$ cat config.mk
export PLATFORM = sky130hd
export DESIGN_NAME = rr_phase_arbiter
export DESIGN_NICKNAME = d
export VERILOG_FILES = /design/src/rtl/rr_phase_arbiter_pkg.sv /design/src/rtl/rr_pick3.sv /design/src/rtl/rr_phase_arbiter.sv
export SDC_FILE = /design/constraint.sdc
export NUM_CORES = 1
export LEC_CHECK = 0
export ABC_AREA = 1
export CAP_MARGIN = 20
export CELL_PAD_IN_SITES_DETAIL_PLACEMENT = 2
export CELL_PAD_IN_SITES_GLOBAL_PLACEMENT = 2
export CORE_ASPECT_RATIO = 2
export CORE_MARGIN = 5
export CORE_UTILIZATION = 34
export CTS_BUF_LIST = sky130_fd_sc_hd__clkbuf_8
export CTS_CLUSTER_SIZE = 40
export DETAILED_ROUTE_END_ITERATION = 10
export GPL_TIMING_DRIVEN = 0
export PLACE_DENSITY_LB_ADDON = 0.1
export SLEW_MARGIN = 10
export SYNTH_ARGS = -nofsm -noshare
export SYNTH_HDL_FRONTEND = slang
export SYNTH_HIERARCHICAL = 1
export SYNTH_SLANG_ARGS = --single-unit
$ cat constraint.sdc
create_clock -name clk -period 4.23 [get_ports clk]
set_input_delay 1.0575 -clock clk [delete_from_list [all_inputs] [get_ports clk]]
set_output_delay 1.0575 -clock clk [all_outputs]
set_load 0.005 [all_outputs]
$ cat src/rtl/rr_phase_arbiter_pkg.sv
// Shared definitions for the three-requester round-robin phase arbiter.
//   state_t     : FSM encoding (IDLE/GRANT/GAP; 2'b11 is illegal)
//   NUM_REQ     : number of requesters
//   onehot3     : requester index -> one-hot grant vector
//   mod3_add    : index arithmetic that wraps at NUM_REQ
package rr_phase_arbiter_pkg;

  localparam int NUM_REQ = 3;

  typedef enum logic [1:0] {
    ST_IDLE  = 2'b00,
    ST_GRANT = 2'b01,
    ST_GAP   = 2'b10
  } state_t;

  function automatic logic [NUM_REQ-1:0] onehot3(input logic [1:0] idx);
    logic [NUM_REQ-1:0] v;
    v = '0;
    case (idx)
      2'd0:    v = 3'b001;
      2'd1:    v = 3'b010;
      2'd2:    v = 3'b100;
      default: v = 3'b000;
    endcase
    return v;
  endfunction

  // Sum of two indices modulo 3; result is always 0..2.
  function automatic logic [1:0] mod3_add(input logic [1:0] a, input logic [1:0] b);
    logic [2:0] s;
    s = {1'b0, a} + {1'b0, b};
    if (s >= 3'd3) s = s - 3'd3;
    if (s >= 3'd3) s = s - 3'd3;
    return s[1:0];
  endfunction

endpackage

$ cat src/rtl/rr_pick3.sv
// Combinational round-robin winner selection for three requesters.
//   req    : request vector
//   ptr    : highest-priority index (search order ptr, ptr+1, ptr+2 mod 3)
//   winner : first set request in search order (0 when none)
//   any    : at least one request is set
module rr_pick3
  import rr_phase_arbiter_pkg::*;
(
  input  logic [NUM_REQ-1:0] req,
  input  logic [1:0]         ptr,
  output logic [1:0]         winner,
  output logic               any
);

  logic       found;
  logic [1:0] idx;

  always_comb begin
    winner = 2'd0;
    found  = 1'b0;
    idx    = 2'd0;
    any    = |req;
    for (int i = 0; i < NUM_REQ; i++) begin
      idx = mod3_add(ptr, 2'(i));
      if (!found && req[idx]) begin
        winner = idx;
        found  = 1'b1;
      end
    end
  end

endmodule

$ cat src/rtl/rr_phase_arbiter.sv
// Round-robin arbiter with a Moore IDLE/GRANT/GAP sequencer per grant.
// An owner keeps the resource while its request stays high, up to MAX_HOLD
// cycles; every grant is followed by one GAP cycle with no owner.
//   clk         : rising-edge clock
//   reset_n     : asynchronous active-low reset
//   en          : arbitration enable (gates new grants only)
//   req         : level-sensitive requests
//   grant       : registered one-hot grant
//   grant_id    : index of current owner (0 when none)
//   grant_valid : grant is non-zero
//   timeout     : one-cycle pulse in the GAP after a forced revocation
//   arb_state   : current FSM state
module rr_phase_arbiter
  import rr_phase_arbiter_pkg::*;
#(
  parameter int MAX_HOLD = 8,
  parameter int CNT_W    = 4
) (
  input  logic               clk,
  input  logic               reset_n,
  input  logic               en,
  input  logic [NUM_REQ-1:0] req,
  output logic [NUM_REQ-1:0] grant,
  output logic [1:0]         grant_id,
  output logic               grant_valid,
  output logic               timeout,
  output logic [1:0]         arb_state
);

  localparam logic [CNT_W-1:0] HOLD_LIMIT = CNT_W'(MAX_HOLD);

  state_t           state;
  logic [1:0]       ptr;
  logic [CNT_W-1:0] hold_cnt;
  logic [1:0]       winner;
  logic             any;
  logic             owner_req;

  rr_pick3 u_pick (
    .req    (req),
    .ptr    (ptr),
    .winner (winner),
    .any    (any)
  );

  // grant is one-hot on the owner, so this picks out the owner's request.
  assign owner_req = |(req & grant);
  assign arb_state = state;

  always_ff @(posedge clk or negedge reset_n) begin
    if (!reset_n) begin
      state       <= ST_IDLE;
      grant       <= '0;
      grant_id    <= 2'd0;
      grant_valid <= 1'b0;
      timeout     <= 1'b0;
      ptr         <= 2'd0;
      hold_cnt    <= '0;
    end else begin
      case (state)
        // GAP arbitrates exactly like IDLE, with the ptr advanced on exit
        // from GRANT.
        ST_IDLE, ST_GAP: begin
          timeout <= 1'b0;
          if (en && any) begin
            state       <= ST_GRANT;
            grant       <= onehot3(winner);
            grant_id    <= winner;
            grant_valid <= 1'b1;
            hold_cnt    <= CNT_W'(1);
          end else begin
            state       <= ST_IDLE;
            grant       <= '0;
            grant_id    <= 2'd0;
            grant_valid <= 1'b0;
            hold_cnt    <= '0;
          end
        end
        ST_GRANT: begin
          if (!owner_req || hold_cnt == HOLD_LIMIT) begin
            state       <= ST_GAP;
            // Only a revocation with the request still high is a timeout.
            timeout     <= owner_req;
            ptr         <= mod3_add(grant_id, 2'd1);
            grant       <= '0;
            grant_id    <= 2'd0;
            grant_valid <= 1'b0;
            hold_cnt    <= '0;
          end else begin
            hold_cnt    <= hold_cnt + CNT_W'(1);
          end
        end
        default: begin
          state       <= ST_IDLE;
          grant       <= '0;
          grant_id    <= 2'd0;
          grant_valid <= 1'b0;
          timeout     <= 1'b0;
          hold_cnt    <= '0;
        end
      endcase
    end
  end

endmodule

==> impl_metrics.toml, run 1 <==
# yosys + openroad results
[cells_and_area]
signal_buffers = 16
diodes = 0
seq_area_sq_um = 375
logic_area_sq_um = 487
largest_reg_flops = 4
synthToLayoutAreaGrowth_pct = 23.0
most-common-layout-cells = "nand2_1 (32), inv_1 (19), nand3_1 (18)"
fin_area_sq_mm = 0.00118
clock_area_share_pct = 3.80
nets = 151
clock_buffer_count = 3
top_regs = "hold_cnt: 4 flops, grant: 3 flops"
dominant_cells = "logic gates"
final_layout_size_suffix_gt1_share_pct = 10.9
lay_top_count = "nand2_1"
seqAreaFraction_pct = 31.7
regMostFlops = "hold_cnt"
inv_count = 21
comb_area_share_pct = 41.1

[flow_run]
warning_count = 29
cap_violations = 0

[worst_setup_path]
crit_type = "in -> reg"
critical_path_buf_inv_count = 4
reg2reg_slack_ns = 2.32
path_cells = "clkdlybuf4s50_1 -> inv_1 -> nand2_1 -> nand3_1 -> nand2_1 -> nand3_1 -> nand2_1 -> inv_1 -> nand2_1 -> inv_1 -> nand3_1 -> nand2_1"
cpPeakStageDelay_ns = 0.60
crit_path_end = "grant[0]$_DFFE_PN0P_"
slowest_stage = "clkdlybuf4s50_1"
crit_required_ns = 4.37
cp_top_family = "buffers and inverters"
cp_max_fo = 6
cp-end-kind = "flip-flop"
reg2reg_depth = 10
cpMostUsedCell = "nand2_1"
crit_start = "req[1]"
start_kind = "input pin"

[final_timing]
rsz0062_at_grt = "no"
layout_setup_ws_ns = 1.80
slew_headroom_pct = 53.1
fin_skew_ns = 0.00173
setup_violations = 0
tightest_slew_ns = 0.701
hold_slack_ns = 0.509
fmax_ghz = 0.411
slew_violations = 0
tns_ns = 0
hold_viol = 0
finalCritPeriodShare_pct = 57.5
period_minus_slack_ns = 2.43

[power]
p_sw_uw = 365
powerComb_uw = 446
p_clk_share_pct = 14.8
pwr-share-comb_pct = 57.1
p_sw_share_pct = 46.7
static-leakage-power_uw = 0.000625
pwr_density_cell_mw_per_mm2 = 659
intPower_uw = 416
power_leader = "combinational logic"
seq-power_uw = 220

[place]
place_inst = 163
dp_hpwl_microns = 2320
dp_slack_ns = 1.52
gp_congestion = 0.708
place_area_sq_mm = 0.00114

[yosys]
ys_sh_simple_pct = 38.8
ys_chip_area_sq_um = 963
ys_seq_share_pct = 39.0
avgSynthCellArea_sq_um = 8.03
synth_nets = 132
top_cells_by_count = "nand2_1 (32), inv_1 (18), nand3_1 (18)"
synth.most_common_cell = "nand2_1"
top_area_cell = "dfrtp_1"
top_logic_kind = "simple AND/OR/NAND/NOR gates"
syn_inst = 120
aoi_share_pct = 2.08
synth.distinct_cells = 19
synth.top_cell.area_share_pct = 39.0
async_flop_share_pct = 100
yosys_warnings = 6
fa_ha_area_share_pct = 7.79
edf_count = 0
synth_area_sq_um = 963
ys_top_cells_by_area = "dfrtp_1 (39%), nand2_1 (12%), nand3_1 (9.4%), ha_1 (7.8%), inv_1 (7.0%)"
ys_cells = 120

[cts]
ctsResizeCount = 0
cts_sinks = 15
insertion_delay_ns = 0.25
root_buffer = "clkbuf_8"
h-tree-depth = 1
clock_path_buffers = 2
post-cts-setup-buffers = 0
path_clk_slew_ns = 0.06
cts_made_buffers = 3
hold_buffers = 0
cts_tree = "yes"

[run_status]
status = "finished, final reports clean"

[die]
n_tap_cell = 29
chipArea_sq_mm = 0.00406

[routing]
drt_pre_antenna_iters = 2
initialDrtViolationCount = 2
wl_met1_microns = 906
wl_met2_microns = 1850
dr_total_vias = 867
vias_per_cell = 5.19
drc = 0
dr_wl_met3_microns = 66
dr.max_layer_used = "met4"
wl_microns = 2880
ant_nets = 0

[global_route]
grt_max_degree = 16
grt.busiest_layer = "met2"
grt_use_met2_pct = 33.3
grt_pass1_wl_microns = 4710
antenna_found_initial = 0

[min_path]
holdPathStages = 2
hold_path.class = "reg -> reg"
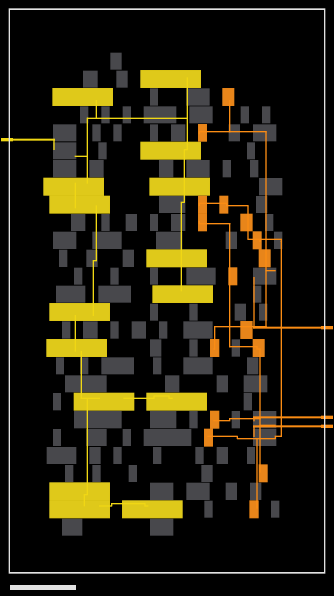
Figure 1: run 1, wires at chosen ports, followed through buffers.
Bar = 10 microns.
legend:
  `req`:
    colour: orange
    bits: 3
    direction: input
    edge: right
    end_cells: 16
    buffers: 3
    wire: 226 microns
  `reset_n`:
    colour: yellow
    bits: 1
    direction: input
    edge: left
    end_cells: 15
    buffers: 1
    wire: 140 microns
# IOs: 15
PortBufs: 14

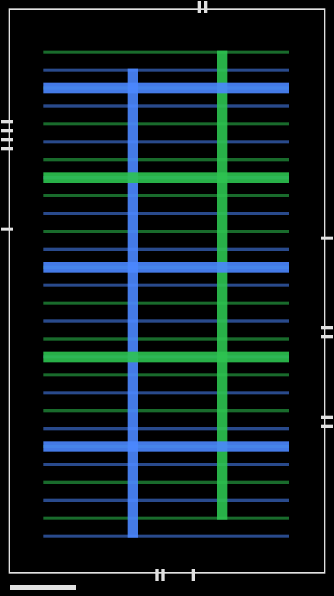
Figure 2: run 1, PDN straps and rails.
Bar = 10 microns. Pins as bars on the die edge.
legend:
  VDD:
    colour: green
  VSS:
    colour: blue
met4 straps: 2
rows: 27
met1 rails: 28
signal pins: 15
met5 straps: 5
die width: 47.6 microns
die height: 85.3 microns
Core Area: 0.00274 sq mm
Peak VDD IR: 0.269 mV

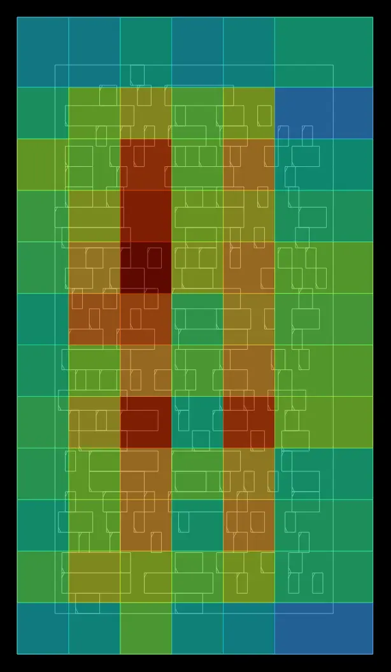
Figure 3: run 1, track usage over the die.
drt wl/cell: 17.2 microns
met1 GRT Util: 14.2%
post-layout util: 43.3%
M3 GR Usage: 0.637%
Tot GR Track Use: 16.4%

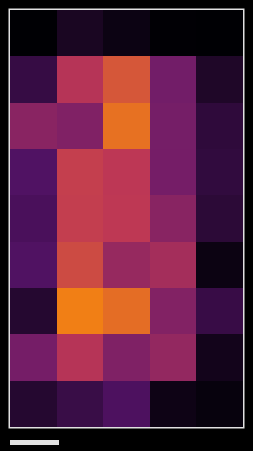
Figure 4: run 1, placement density heat map.
Bar = 10 microns. 5 x 9 tiles, from black (low) to pale yellow (high), 0 to 100% covered.
nearly empty tiles: 6.7%
densest ninth of the die: centre
fullest tile: 71%
Initial Util: 35.2%

Figure 5. Cells coloured by class (run 1).
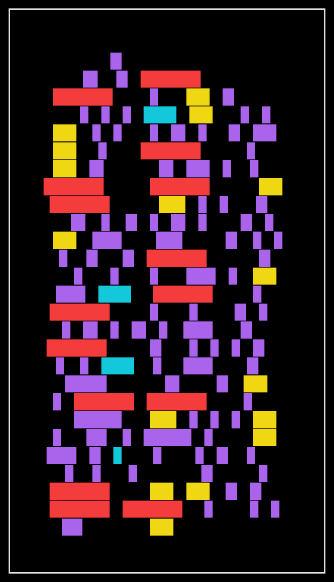

--- run 2 (diff from run 1) ---
- CORE_UTILIZATION: 34 -> 32
- clock period: 4.23 -> 2.4 ns (I/O delays scaled with it)
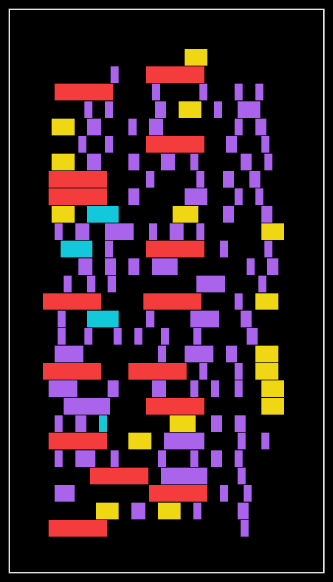
Figure 6: run 2, cells coloured by class.
legend:
  all other logic:
    colour: purple
    cells: 103
    share_of_their_area: 49%
  clock drivers and dummy loads:
    colour: cyan
    cells: 4
    share_of_their_area: 3.9%
  other buffers and delay cells:
    colour: yellow
    cells: 16
    share_of_their_area: 14%
  flops:
    colour: red
    cells: 15
    share_of_their_area: 33%
post-layout util: 40.3%
placement row count: 28
Core Area: 0.00294 sq mm
fin area: 0.00119 sq mm

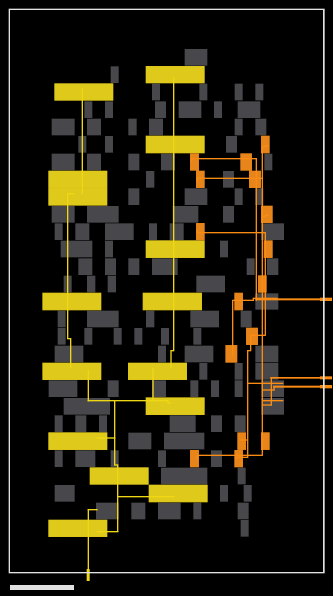
Figure 7: run 2, wires at chosen ports, followed through buffers.
Bar = 10 microns.
legend:
  `req`:
    colour: orange
    bits: 3
    direction: input
    edge: right
    end_cells: 16
    buffers: 3
    wire: 214 microns
  `reset_n`:
    colour: yellow
    bits: 1
    direction: input
    edge: bottom
    end_cells: 15
    buffers: 1
    wire: 160 microns

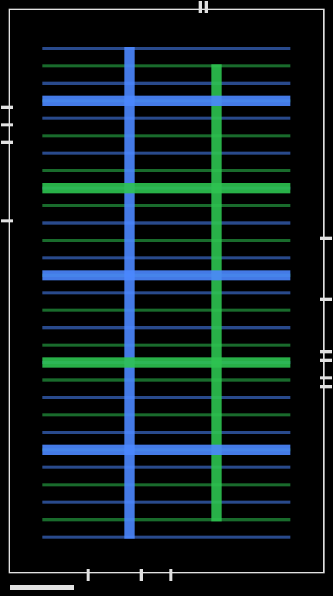
Figure 8: run 2, PDN straps and rails.
Bar = 10 microns. Pins as bars on the die edge.
legend:
  VSS:
    colour: blue
  VDD:
    colour: green
met5 straps: 5
met1 rails: 29
signal pins: 15
rows: 28
met4 straps: 2
die width: 48.8 microns
Peak VDD IR: 0.541 mV
die height: 87.6 microns

==> impl_metrics.toml, run 2 <==
# yosys + openroad results
[cells_and_area]
clock_area_share_pct = 3.80
synthToLayoutAreaGrowth_pct = 23.1
diodes = 0
seq_area_sq_um = 375
most-common-layout-cells = "nand2_1 (32), inv_1 (19), nand3_1 (18)"
final_layout_size_suffix_gt1_share_pct = 10.9
clock_buffer_count = 3
lay_top_count = "nand2_1"

[yosys]
synth.top_cell.area_share_pct = 39.0
top_cells_by_count = "nand2_1 (32), inv_1 (18), nand3_1 (18)"
ys_top_cells_by_area = "dfrtp_1 (39%), nand2_1 (12%), nand3_1 (9.4%), ha_1 (7.8%), inv_1 (7.0%)"
synth_area_sq_um = 963
syn_inst = 120
top_area_cell = "dfrtp_1"
ys_seq_share_pct = 39.0
fa_ha_area_share_pct = 7.79
edf_count = 0

[cts]
cts_tree = "yes"
root_buffer = "clkbuf_8"
clock_path_buffers = 2
cts_made_buffers = 3
cts_sinks = 15
h-tree-depth = 1
insertion_delay_ns = 0.24
post-cts-setup-buffers = 0

[worst_setup_path]
cpMostUsedCell = "nand2_1"
crit_path_end = "grant[0]$_DFFE_PN0P_"
cp_top_family = "buffers and inverters"
reg2reg_depth = 13
critical_path_buf_inv_count = 4
crit_type = "in -> reg"
cp_max_fo = 5
crit_start = "req[2]"
slowest_stage = "clkdlybuf4s50_1"
cpPeakStageDelay_ns = 0.57
crit_required_ns = 2.58

[flow_run]
cap_violations = 0
warning_count = 29

[routing]
dr_total_vias = 857
drt_pre_antenna_iters = 2
wl_met1_microns = 864
wl_microns = 2710
drc = 0
avgRoutedWirePerCell_microns = 16.2
wl_met2_microns = 1750

[final_timing]
hold_viol = 0
slew_headroom_pct = 52.2
hold_slack_ns = 0.534
fin_skew_ns = 0.00405
finalCritPeriodShare_pct = 82.8
layout_setup_ws_ns = 0.413

[power]
static-leakage-power_uw = 0.000625
power_leader = "combinational logic"
p_clk_share_pct = 14.8
pwr_density_cell_mw_per_mm2 = 1140

[global_route]
use_met1_pct = 11.7
grt_max_degree = 16
grt.busiest_layer = "met2"
grt_use_met2_pct = 31.5

[min_path]
holdPathStages = 2

[die]
io_pins = 15
fp-utilization_pct = 32.7
chipArea_sq_mm = 0.00427

[run_status]
status = "finished, final reports clean"
Power and IR drop assume default switching activity.
